### config.mk
export PLATFORM = sky130hd
export DESIGN_NAME = satd_accumulator
export DESIGN_NICKNAME = d
export VERILOG_FILES = /design/src/rtl/satd_accumulator.sv
export SDC_FILE = /design/constraint.sdc
export NUM_CORES = 1
export LEC_CHECK = 0
export ABC_AREA = 1
export CAP_MARGIN = 20
export CORE_MARGIN = 2
export CORE_UTILIZATION = 58
export CTS_CLUSTER_DIAMETER = 40
export DETAILED_ROUTE_END_ITERATION = 10
export GPL_TIMING_DRIVEN = 0
export PLACE_DENSITY_LB_ADDON = 0.15
export SLEW_MARGIN = 20
export SYNTH_ARGS = -nofsm -noshare
export SYNTH_HDL_FRONTEND = slang
export SYNTH_SLANG_ARGS = --single-unit
### constraint.sdc
create_clock -name clk -period 13 [get_ports clk]
set_input_delay 2.6 -clock clk [delete_from_list [all_inputs] [get_ports clk]]
set_output_delay 2.6 -clock clk [all_outputs]
set_load 0.01 [all_outputs]
### src/rtl/satd_accumulator.sv
// Accumulates |Hadamard coefficients| over one block of BEATS beats and presents the SATD on valid/ready.
// Optional SATD_NORM_EN: report the rounded, right-shifted (normalised) SATD instead of the raw sum.
module satd_accumulator #(
  parameter int          CW        = 12,
  parameter int          LANES     = 4,
  parameter int          BEATS     = 8,
  parameter logic [1:0]  ACC_STAGE = 2'b11,
  parameter int          SW        = 17
) (
  input  logic                  clk,
  input  logic                  reset,
  input  logic [1:0]            stage,
  input  logic [2:0]            count,
  input  logic                  coef_valid,
  input  logic [LANES*CW-1:0]   coef_data,
  output logic [SW-1:0]         satd,
  output logic                  satd_valid,
  input  logic                  satd_ready,
  output logic                  busy,
  output logic                  seq_err,
  output logic                  overrun
);

  typedef enum logic [1:0] {IDLE, ACC, HOLD} state_t;

  localparam logic [2:0] LAST = 3'(BEATS - 1);

  state_t        state, state_nxt;
  logic [SW-1:0] acc, acc_nxt, satd_nxt, beat_sum;
  logic [2:0]    exp_cnt, exp_nxt;
  logic          satd_valid_nxt, seq_err_nxt, overrun_nxt;
  logic          beat, start;

  // Unsigned CW-bit magnitude: -2^(CW-1) maps exactly to 2^(CW-1).
  function automatic logic [CW-1:0] abs_u(input logic [CW-1:0] c);
    return c[CW-1] ? -c : c;
  endfunction

`ifdef SATD_NORM_EN
  localparam int         NSH = ((BEATS * LANES) / 16 > 1) ? 2 : 1;
  localparam logic [SW:0] RND = (SW+1)'(1) << (NSH - 1);
  function automatic logic [SW-1:0] norm(input logic [SW-1:0] raw);
    logic [SW:0] t;
    t = {1'b0, raw} + RND;
    return SW'(t >> NSH);
  endfunction
`else
  function automatic logic [SW-1:0] norm(input logic [SW-1:0] raw);
    return raw;
  endfunction
`endif

  assign beat = coef_valid && (stage == ACC_STAGE);
  assign busy = (state == ACC);

  always_comb begin
    beat_sum = '0;
    for (int i = 0; i < LANES; i++)
      beat_sum = beat_sum + SW'(abs_u(coef_data[i*CW +: CW]));
  end

  always_comb begin
    state_nxt      = state;
    acc_nxt        = acc;
    exp_nxt        = exp_cnt;
    satd_nxt       = satd;
    satd_valid_nxt = satd_valid;
    seq_err_nxt    = seq_err;
    overrun_nxt    = overrun;
    start          = 1'b0;
    case (state)
      IDLE: start = beat;
      ACC: begin
        if (beat) begin
          if (count == 3'd0) begin
            acc_nxt = beat_sum;
            exp_nxt = 3'd1;
          end else if (count == exp_cnt && exp_cnt == LAST) begin
            satd_nxt       = norm(acc + beat_sum);
            satd_valid_nxt = 1'b1;
            state_nxt      = HOLD;
          end else if (count == exp_cnt) begin
            acc_nxt = acc + beat_sum;
            exp_nxt = exp_cnt + 3'd1;
          end else begin
            seq_err_nxt = 1'b1;
            acc_nxt     = '0;
            state_nxt   = IDLE;
          end
        end
      end
      HOLD: begin
        if (!satd_ready) begin
          if (beat) overrun_nxt = 1'b1;
        end else begin
          satd_valid_nxt = 1'b0;
          state_nxt      = IDLE;
          start          = beat;
        end
      end
      default: state_nxt = IDLE;
    endcase

    // Block start: shared by IDLE and the HOLD cycle in which the result is taken.
    if (start) begin
      if (count == 3'd0) begin
        if (BEATS == 1) begin
          satd_nxt       = norm(beat_sum);
          satd_valid_nxt = 1'b1;
          state_nxt      = HOLD;
        end else begin
          acc_nxt   = beat_sum;
          exp_nxt   = 3'd1;
          state_nxt = ACC;
        end
      end else begin
        seq_err_nxt = 1'b1;
        state_nxt   = IDLE;
      end
    end
  end

  always_ff @(posedge clk) begin
    if (reset) begin
      state      <= IDLE;
      acc        <= '0;
      exp_cnt    <= 3'd0;
      satd       <= '0;
      satd_valid <= 1'b0;
      seq_err    <= 1'b0;
      overrun    <= 1'b0;
    end else begin
      state      <= state_nxt;
      acc        <= acc_nxt;
      exp_cnt    <= exp_nxt;
      satd       <= satd_nxt;
      satd_valid <= satd_valid_nxt;
      seq_err    <= seq_err_nxt;
      overrun    <= overrun_nxt;
    end
  end

endmodule

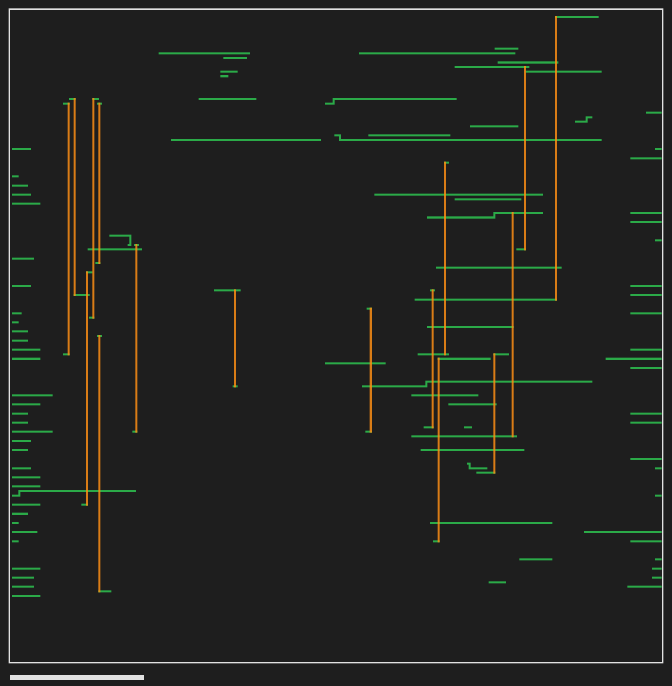
metal_stack.png
Scale bar: 20 um. Only two layers are drawn.
[green] met3 | wire length: 658 um
[orange] met4 | wire length: 453 um
final wirelength: 13390 um
GRT Util Overall: 29.35%

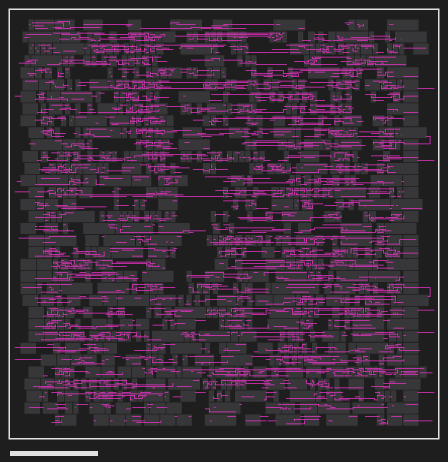
met1.png
Scale bar: 20 um. Cells faint in the background.
longest straight run: 31.3 um
nets with wire on the layer: 900
Via Count: 5149
M1 GR Usage: 30.92%

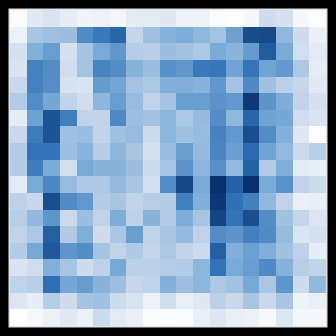
wire_density.png
19 x 19 tiles, from white (low) to dark blue (high), scaled to the fullest tile. Values are wire area over tile area, all layers added.
nearly empty tiles: 1.7%
mean over tiles: 0.23
fullest tile: 0.58
tiles over half the peak: 28%
emptiest ninth of the die: bottom center
wire length per cell: 13.79 um

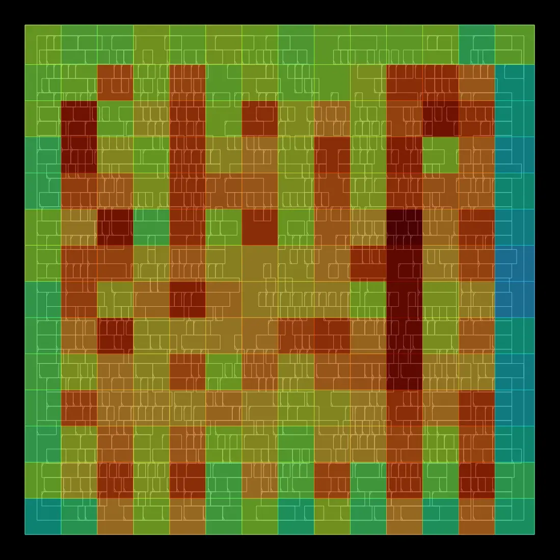
final_congestion.png
met3 usage: 3.237%
grt peak-use layer: met2
met2 Resource Use GR: 59.03%
final core utilization: 70.17%

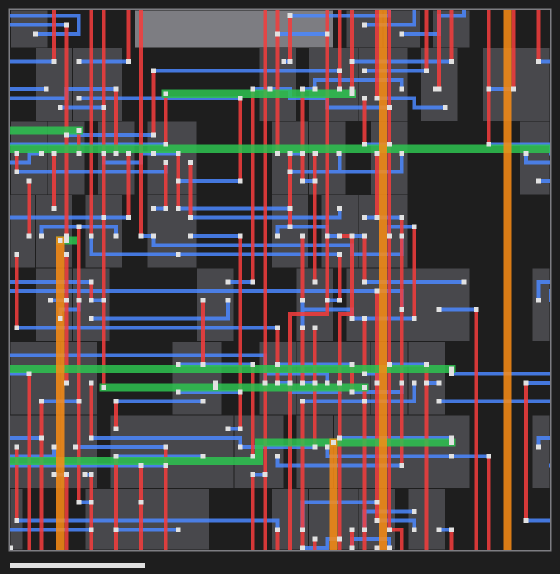
zoom.png
Scale bar: 5 um. Window x 63 to 83, y 63 to 83 um. Cells in gray, sequential cells in the stronger gray; small squares are vias.
[green] met3
[blue] met1
[orange] met4
[red] met2
netlist names of flops here include: `acc` (1)
sequential cells in the window: 1
cells with their middle in the window: 49
most frequent: nand2_1 (17), nor2_1 (8), inv_1 (6)

## power breakdown
| part | leakage, uW | internal (uW) | switching [uW] |
|---|---|---|---|
| Clock | 0.0000514 | 57.4 | 49.9 |
| Sequential | 0.000338 | 130 | 0.910 |
| Combinational | 0.00272 | 228 | 423 |
| Total | 0.00311 | 415 | 473 |
## flip-flops by register name, indices dropped and copies added (netlist names), named ones only
| signal | count |
|---|---|
| acc | 17 |
| overrun | 1 |
| satd_valid | 1 |
| state | 2 |
| exp_cnt | 3 |
| satd | 17 |
## stage by stage
step,utilization (%),area [um^2]
global placement,68.88,5919
finish,70.17,6030
detailed placement,68.88,5919
floorplan,-,5044
global route,70.17,6030
CTS,70.17,6030
## worst max-delay path, delay by kind of cell
family / cells / cell delay (ps)
AOI/OAI and AO/OA: 2 / 200
xor gates and xnor gates: 2 / 430
buffers and inverters: 8 / 910
adders and majority gates: 5 / 1900
and+or+nand+nor: 13 / 1700
## path summary, 6_finish.rpt
kind / slack, ps / depth (start not counted) / startpoint / endpoint
max: 5440 / 30 / coef_data[12] / satd[13]$_SDFFE_PP0P_
min: 480 / 2 / overrun$_SDFFE_PP0P_ / overrun$_SDFFE_PP0P_
max reg2reg: 10940 / 10 / acc[0]$_SDFF_PP0_ / acc[8]$_SDFF_PP0_
min reg2reg: 480 / 2 / overrun$_SDFFE_PP0P_ / overrun$_SDFFE_PP0P_
## layer usage
| layer | share of wire [%] | wire length [um] |
|---|---|---|
| met4 | 3.4 | 452 |
| met2 | 53 | 7128 |
| met5 | 0 | 0 |
| met1 | 38 | 5154 |
| met3 | 4.9 | 658 |
## final cells by class
type	instances	area [um^2]
fill	796	2564
inverter	155	581.8
clock inverter	2	37.54
buffer	11	73.82
tap	108	135.1
sequential	42	840.8
timing repair buffer	74	740.7
clock buffer	6	72.57
multi-input combinational	573	3547
==> results.ini <==
[clock_tree]
cts-buffers-inserted = 5
cts_sinks = 42
clk_pin_slew_worst_paths_ps = 90
clk_path_buf_depth = 2
postCtsSetupRepairBufs = 0
cts_resized = 0

[yosys]
yosysTopAreaCell = dfxtp_1
top_cell = nand2_1
synth_cell_types = 38
xor_area_share_pct = 9.526
syn_area_per_cell_um2 = 6.458
compound_area_share_pct = 11.21
yosysSeqAreaShare_pct = 16.67
simple_gate_share_pct = 30.98
ys_warn_count = 0
yosysChipArea_mm2 = 0.005044
synth-adder-area-share_pct = 18.61
area_leaders = dfxtp_1 (17%), nand2_1 (15%), inv_1 (11%)
top_logic_kind = simple AND/OR/NAND/NOR gates

[die]
die-area_mm2 = 0.009458
die_y_um = 97.25
io_pins = 78
rows = 34

[global_route]
grt_pass1_wl_um = 23000
grt.overflow.total = 0
grt_start_max_net_pins = 14
grt_pass1_vias = 5234

[final_timing]
rsz0062_at_grt = no
slew-limit-headroom_pct = 67.66
setup_viol = 0
worst_pin_slew_ps = 480.6
finalClockPeriodUsage_pct = 58.12

[placed_design]
place_ws_ps = 5164
dp_hpwl_um = 11430
gp_congestion = 0.9549
io_buffers = 74
placedCellCount = 963

[power_and_ir_drop]
leakagePower_uw = 0.003106
irDropWorstVdd_v = 0.00008237
power_density_mw_per_mm2 = 147.3

[critical_path]
slowest_delay_ps = 540
critPathMaxFanout = 5
crit_required_ps = 13210

[cells_and_area]
fin_cells = 971
area_growth_pct = 19.55
lay_top_count = nand2_1
nets = 979

[outcome]
status = complete, no violations

Power is estimated from default activity; no workload was simulated.
